File: config.mk
export PLATFORM = sky130hd
export DESIGN_NAME = pc_fetch_sequencer_flat
export DESIGN_NICKNAME = d
export VERILOG_FILES = /design/src/rtl/pc_fetch_sequencer_if.sv /design/src/rtl/pc_fetch_sequencer.sv /design/src/flat_wrapper.sv
export SDC_FILE = /design/constraint.sdc
export NUM_CORES = 1
export LEC_CHECK = 0
export CAP_MARGIN = 20
export CORE_ASPECT_RATIO = 1.5
export CORE_MARGIN = 10
export CORE_UTILIZATION = 35
export CTS_CLUSTER_SIZE = 25
export DETAILED_ROUTE_END_ITERATION = 12
export PLACE_DENSITY_LB_ADDON = 0.2
export SETUP_SLACK_MARGIN = 0.4
export SKIP_CTS_REPAIR_TIMING = 1
export SLEW_MARGIN = 20
export SYNTH_ARGS = -nofsm -noshare
export SYNTH_HDL_FRONTEND = slang
export SYNTH_SLANG_ARGS = --single-unit
export TNS_END_PERCENT = 30
File: constraint.sdc
create_clock -name clk -period 7.5 [get_ports clk]
set_clock_uncertainty 0.1 [all_clocks]
set_input_delay 1.5 -clock clk [delete_from_list [all_inputs] [get_ports clk]]
set_output_delay 1.5 -clock clk [all_outputs]
set_load 0.02 [all_outputs]
File: src/rtl/pc_fetch_sequencer_if.sv
// Fetch-side bus bundle: instruction-memory req/gnt/rvalid channel plus the
// valid/ready channel toward decode. The sequencer is the master.
interface pc_fetch_sequencer_if #(
  parameter int unsigned XLEN = 32
) ();
  logic            imem_req;
  logic [XLEN-1:0] imem_addr;
  logic            imem_gnt;
  logic            imem_rvalid;
  logic [31:0]     imem_rdata;
  logic            instr_valid;
  logic [31:0]     instr;
  logic [XLEN-1:0] instr_pc;
  logic            instr_ready;

  modport master (
    output imem_req, imem_addr, instr_valid, instr, instr_pc,
    input  imem_gnt, imem_rvalid, imem_rdata, instr_ready
  );

  modport slave (
    input  imem_req, imem_addr, instr_valid, instr, instr_pc,
    output imem_gnt, imem_rvalid, imem_rdata, instr_ready
  );
endinterface

File: src/rtl/pc_fetch_sequencer.sv
// Program counter plus fetch controller: one outstanding imem request, returned
// instruction held for decode, redirects applied with kill of in-flight fetches.
module pc_fetch_sequencer #(
  parameter int unsigned     XLEN         = 32,
  parameter logic [XLEN-1:0] RESET_VECTOR = '0,
  parameter int unsigned     INCR         = 4
) (
  input  logic                  clk,
  input  logic                  rst,
  input  logic                  stall_i,
  input  logic                  redirect_valid,
  input  logic [XLEN-1:0]       redirect_target,
  output logic                  misalign_err,
  pc_fetch_sequencer_if.master  bus
);

  typedef enum logic [1:0] {StBoot, StReq, StWait, StHold} state_e;

  state_e          r_state;
  logic [XLEN-1:0] r_pc;
  logic            r_kill;
  logic            r_instr_valid;
  logic [31:0]     r_instr;
  logic [XLEN-1:0] r_instr_pc;
  logic            r_misalign;

  logic            w_gnt;
  logic [XLEN-1:0] w_redirect_pc;
  logic [XLEN-1:0] w_pc_inc;

  // A grant only counts while the request is actually driven.
  assign w_gnt         = (r_state == StReq) && !stall_i && bus.imem_gnt;
  assign w_redirect_pc = {redirect_target[XLEN-1:2], 2'b00};
  assign w_pc_inc      = r_pc + XLEN'(INCR);

  always_ff @(posedge clk or posedge rst) begin
    if (rst) begin
      r_state       <= StBoot;
      r_pc          <= RESET_VECTOR;
      r_kill        <= 1'b0;
      r_instr_valid <= 1'b0;
      r_instr       <= '0;
      r_instr_pc    <= '0;
      r_misalign    <= 1'b0;
    end else begin
      r_misalign <= redirect_valid && (redirect_target[1:0] != 2'b00);
      if (redirect_valid) begin
        r_pc <= w_redirect_pc;
      end
      case (r_state)
        StBoot: r_state <= StReq;
        StReq: begin
          if (w_gnt) begin
            r_state <= StWait;
            r_kill  <= redirect_valid;
          end
        end
        StWait: begin
          if (bus.imem_rvalid) begin
            r_kill <= 1'b0;
            if (redirect_valid || r_kill) begin
              r_state <= StReq;
            end else begin
              r_instr       <= bus.imem_rdata;
              r_instr_pc    <= r_pc;
              r_pc          <= w_pc_inc;
              r_instr_valid <= 1'b1;
              r_state       <= StHold;
            end
          end else if (redirect_valid) begin
            r_kill <= 1'b1;
          end
        end
        StHold: begin
          if (redirect_valid || bus.instr_ready) begin
            r_instr_valid <= 1'b0;
            r_state       <= StReq;
          end
        end
        default: r_state <= StBoot;
      endcase
    end
  end

  assign bus.imem_req    = (r_state == StReq) && !stall_i;
  assign bus.imem_addr   = r_pc;
  assign bus.instr_valid = r_instr_valid;
  assign bus.instr       = r_instr;
  assign bus.instr_pc    = r_instr_pc;
  assign misalign_err    = r_misalign;

endmodule

File: src/flat_wrapper.sv
// flat-port wrapper written by rule: the top's interface ports become plain ports
module pc_fetch_sequencer_flat 
#(
  parameter int unsigned     XLEN         = 32,
  parameter logic [XLEN-1:0] RESET_VECTOR = '0,
  parameter int unsigned     INCR         = 4
)
  (clk, rst, stall_i, redirect_valid, redirect_target, misalign_err, bus_imem_req, bus_imem_addr, bus_instr_valid, bus_instr, bus_instr_pc, bus_imem_gnt, bus_imem_rvalid, bus_imem_rdata, bus_instr_ready);
  pc_fetch_sequencer_if #(.XLEN(XLEN)) bus_i ();
  input  logic clk;
  input  logic rst;
  input  logic stall_i;
  input  logic redirect_valid;
  input  logic [XLEN-1:0] redirect_target;
  output logic misalign_err;
  output wire logic [$bits(bus_i.imem_req)-1:0] bus_imem_req;
  output wire logic [$bits(bus_i.imem_addr)-1:0] bus_imem_addr;
  output wire logic [$bits(bus_i.instr_valid)-1:0] bus_instr_valid;
  output wire logic [$bits(bus_i.instr)-1:0] bus_instr;
  output wire logic [$bits(bus_i.instr_pc)-1:0] bus_instr_pc;
  input wire logic [$bits(bus_i.imem_gnt)-1:0] bus_imem_gnt;
  input wire logic [$bits(bus_i.imem_rvalid)-1:0] bus_imem_rvalid;
  input wire logic [$bits(bus_i.imem_rdata)-1:0] bus_imem_rdata;
  input wire logic [$bits(bus_i.instr_ready)-1:0] bus_instr_ready;
  assign bus_imem_req = bus_i.imem_req;
  assign bus_imem_addr = bus_i.imem_addr;
  assign bus_instr_valid = bus_i.instr_valid;
  assign bus_instr = bus_i.instr;
  assign bus_instr_pc = bus_i.instr_pc;
  assign bus_i.imem_gnt = bus_imem_gnt;
  assign bus_i.imem_rvalid = bus_imem_rvalid;
  assign bus_i.imem_rdata = bus_imem_rdata;
  assign bus_i.instr_ready = bus_instr_ready;
  pc_fetch_sequencer #(.XLEN(XLEN), .RESET_VECTOR(RESET_VECTOR), .INCR(INCR)) u_core (.clk(clk), .rst(rst), .stall_i(stall_i), .redirect_valid(redirect_valid), .redirect_target(redirect_target), .misalign_err(misalign_err), .bus(bus_i));
endmodule
**Supply network**

Pins as bars on the die edge.
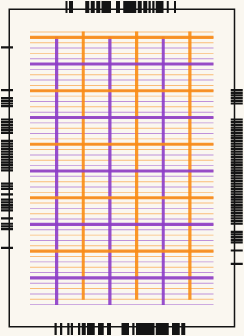
net	colour
VDD	orange
VSS	purple
signal pins	170
met5 straps	10

**Placed cells, one colour a class**

The bar under the picture is 20 um long.
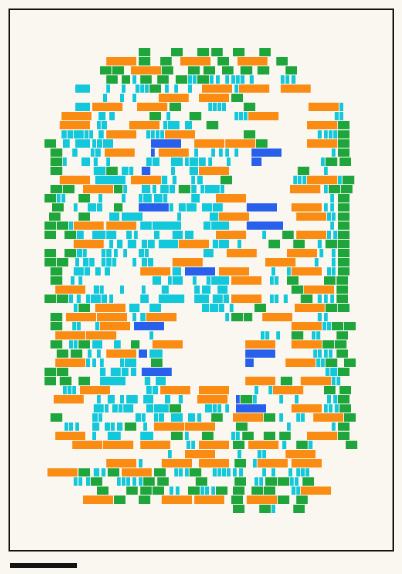
class	colour	cells	share of their area
flops	orange	101	39%
combinational and other logic	cyan	390	31%
clock drivers and dummy loads	blue	16	4.5%
other buffers and delay cells	green	174	26%

==> flow_results.xml <==
<?xml version="1.0" encoding="UTF-8"?>
<metrics>
  <group name="setup_path">
    <metric name="critical_path.max_fanout" unit="">2</metric>
    <metric name="cp-startpoint" unit="">stall_i</metric>
    <metric name="worstRegToRegCells" unit="">8</metric>
    <metric name="critical_path.endpoint_type" unit="">primary output</metric>
    <metric name="worstPathArrival" unit="ns">2.68</metric>
    <metric name="kind_of_critical_path" unit="">in2out</metric>
    <metric name="worstSetupStartpointType" unit="">primary input</metric>
    <metric name="worst_ep_required_time" unit="ns">5.90</metric>
    <metric name="r2r_end" unit="">u_core.bus.imem_addr[20]$_DFF_PP0_</metric>
    <metric name="crit_path_end" unit="">bus_imem_req</metric>
  </group>
  <group name="global_routing">
    <metric name="number_of_global_route_vias_before_repair" unit="">4427</metric>
    <metric name="overflow" unit="">0</metric>
    <metric name="maximum_number_of_pins_on_one_net_before_global_route_repair" unit="">63</metric>
    <metric name="first_pass_grt_wire_length" unit="um">23800</metric>
    <metric name="grtUsageTotal" unit="%">16.0</metric>
  </group>
  <group name="detailed_routing">
    <metric name="postRouteAntennaNets" unit="">0</metric>
    <metric name="route.vias.total" unit="">4257</metric>
    <metric name="postRouteWirelength" unit="um">14700</metric>
    <metric name="firstDrtPassIters" unit="">4</metric>
    <metric name="mean_routed_wirelength_per_cell" unit="um">17.5</metric>
    <metric name="remaining_drc_errors" unit="">0</metric>
    <metric name="avgViaCountPerCell" unit="">5.07</metric>
    <metric name="drt_iter0_markers" unit="">168</metric>
  </group>
  <group name="timing">
    <metric name="rsz0062_at_grt" unit="">false</metric>
    <metric name="final_period_minus_worst_setup_slack" unit="ns">4.28</metric>
    <metric name="hold_slack" unit="ns">0.375</metric>
    <metric name="fin_crit_sh" unit="%">57.1</metric>
    <metric name="maxSlewHeadroom" unit="%">40.7</metric>
    <metric name="report.final.hold_viol_count" unit="">0</metric>
    <metric name="maxClockFrequency" unit="MHz">233</metric>
    <metric name="setup_viol" unit="">0</metric>
    <metric name="final_critical_path_setup_slack" unit="ns">3.22</metric>
    <metric name="worst-slew-pin-transition" unit="ns">0.888</metric>
    <metric name="total_negative_setup_slacks" unit="ns">0</metric>
    <metric name="slew_violations" unit="">0</metric>
  </group>
  <group name="cells_and_area">
    <metric name="most_common_library_cell_in_the_layout_ignoring_fill_and_taps" unit="">nand2_1</metric>
    <metric name="layout.core_utilization" unit="%">52.2</metric>
    <metric name="finish.instance_area" unit="um2">6760</metric>
    <metric name="antenna_cells_inserted" unit="">0</metric>
    <metric name="finalNonFillerCells" unit="">840</metric>
    <metric name="num-nets-final" unit="">751</metric>
    <metric name="filler_cell_count" unit="">1221</metric>
    <metric name="flop_area" unit="um2">2530</metric>
    <metric name="area_growth_syn_to_fin" unit="%">46.1</metric>
    <metric name="final_layout_top_logic_cells" unit="">nand2_1, clkdlybuf4s50_1, dfrtp_1, nor2_1</metric>
    <metric name="layout_cells_sized_above_1" unit="%">5.73</metric>
    <metric name="layout.area.comb" unit="um2">1960</metric>
  </group>
  <group name="yosys">
    <metric name="synth-seq-area-share" unit="%">54.7</metric>
    <metric name="ys_async_sr_fraction" unit="%">100</metric>
    <metric name="synth-edff-count" unit="">0</metric>
    <metric name="synth_stat.cells" unit="">518</metric>
    <metric name="ys_area" unit="um2">4620</metric>
    <metric name="postSynthRegisterBits" unit="">101</metric>
    <metric name="synth_area_per_cell" unit="um2">8.93</metric>
    <metric name="synthDistinctLibCells" unit="">50</metric>
    <metric name="synth_cells" unit="">518</metric>
    <metric name="syn_nets" unit="">593</metric>
    <metric name="synth.cell_area" unit="um2">4620</metric>
  </group>
  <group name="pwr">
    <metric name="power_total" unit="mW">2.05</metric>
    <metric name="power.density_cell_area" unit="nW/um2">303</metric>
    <metric name="ir_worst_vdd" unit="uV">149</metric>
  </group>
  <group name="outcome">
    <metric name="result_of_the_run" unit="">finished, final reports clean</metric>
  </group>
  <group name="floorplanning">
    <metric name="std_cell_rows" unit="">51</metric>
    <metric name="die_w" unit="um">114</metric>
    <metric name="initial_standard_cell_utilization_of_the_core" unit="%">35.7</metric>
    <metric name="floorplan.core_area" unit="um2">13000</metric>
    <metric name="design.die.area" unit="um2">18300</metric>
    <metric name="die_h" unit="um">161</metric>
  </group>
  <group name="place">
    <metric name="pre_cts_slack" unit="ns">3.22</metric>
    <metric name="hpwl" unit="um">10800</metric>
    <metric name="dpl-instance-area" unit="um2">6460</metric>
    <metric name="dpl.cell_count" unit="">824</metric>
    <metric name="numPortBuffers" unit="">169</metric>
  </group>
  <group name="clocking">
    <metric name="cts_num_sinks" unit="">101</metric>
    <metric name="root_buffer" unit="">clkbuf_16</metric>
    <metric name="htreeDepth" unit="">3</metric>
    <metric name="max_buffers_root_to_sink" unit="">2</metric>
    <metric name="clock_latency" unit="ns">0.35</metric>
    <metric name="cts_inserted_buffers" unit="">9</metric>
    <metric name="clk_pin_slew" unit="ns">0.06</metric>
    <metric name="tritoncts" unit="">built</metric>
  </group>
  <group name="run">
    <metric name="cap_viol_max_count" unit="">0</metric>
    <metric name="tool_warnings" unit="">28</metric>
  </group>
  <group name="hold_path">
    <metric name="worst_hold_startpoint" unit="">u_core.bus.instr[28]$_DFFE_PP0P_</metric>
    <metric name="hold_class" unit="">reg2reg</metric>
    <metric name="timing.hold.worst_path_depth" unit="">2</metric>
    <metric name="min_to" unit="">u_core.bus.instr[28]$_DFFE_PP0P_</metric>
  </group>
</metrics>
**Clock wires, drivers and flops**

The bar under the picture is 20 um long.
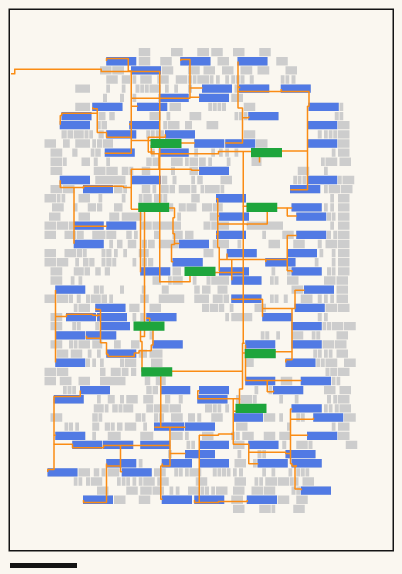
[clock drivers] green | count: 9
[clock wires] orange | length: 1310 um
[flip-flops] blue | count: 101
routed clock nets	10

report_power, final:
group	internal, mW	switching, mW	total [mW]
logic	0.368	0.411	0.779
registers	0.697	0.108	0.805
clock network	0.260	0.204	0.464
total	1.32	0.723	2.05
cell usage after synthesis, drive strengths merged (3+ instances only):
cell type	n	area, um2
o32ai	4	35.0
clkbuf	13	50.0
a311oi	5	43.8
nand2	208	781
dfrtp	101	2530
nand4	5	52.6
nor3	13	86.3
nor2b	3	18.8
nor4	3	40.0
o21ai	14	70.1
nand3	16	97.6
and3	3	18.8
nor2	36	135
inv	13	48.8
a221oi	6	65.1
a211oi	14	105
a21oi	12	60.1
and4	6	55.1
o221a	3	33.8
buf	14	62.6
o22ai	3	18.8
ha	4	50.1
sequential cells by signal, summed over array words and instances, names as in the netlist:
register	flops
u_core.misalign_err	1
u_core.r_kill	1
u_core.bus.instr_valid	1
u_core.bus.imem_addr	32
u_core.bus.instr	32
u_core.bus.instr_pc	32
u_core.r_state	2
critical path, stage by stage:
cell,delay [ns]
clkdlybuf4s50_1,0.40
nor2b_1,0.15
clkdlybuf4s50_1,0.63
area by class of cell:
cell class,count,share of cell area [%]
clock buffers,11,3.44
well taps,159,2.94
repair buffers,174,25.6
inverters,13,0.759
multi-input cells,377,28.9
clock inverters,5,0.907
flip-flops and latches,101,37.4
logic make-up after synthesis:
family | share of synthesized area (%)
adder cells (fa/ha/maj) | 1.08
XOR/XNOR | 0.189
AND-OR/OR-AND | 11.0
flip-flops | 54.7
buffers and inverters | 3.49
AND/OR/NAND/NOR | 29.4
multiplexers | 0.216
per-layer routing:
layer | wire length, um | part of all wire [%] | track usage, %
met5 | 0 | 0 | 0
met4 | 248 | 1.7 | 5.49
met2 | 7430 | 50 | 27.6
met1 | 5960 | 41 | 18.2
met3 | 1070 | 7.3 | 4.81
Power is estimated from default activity; no workload was simulated.
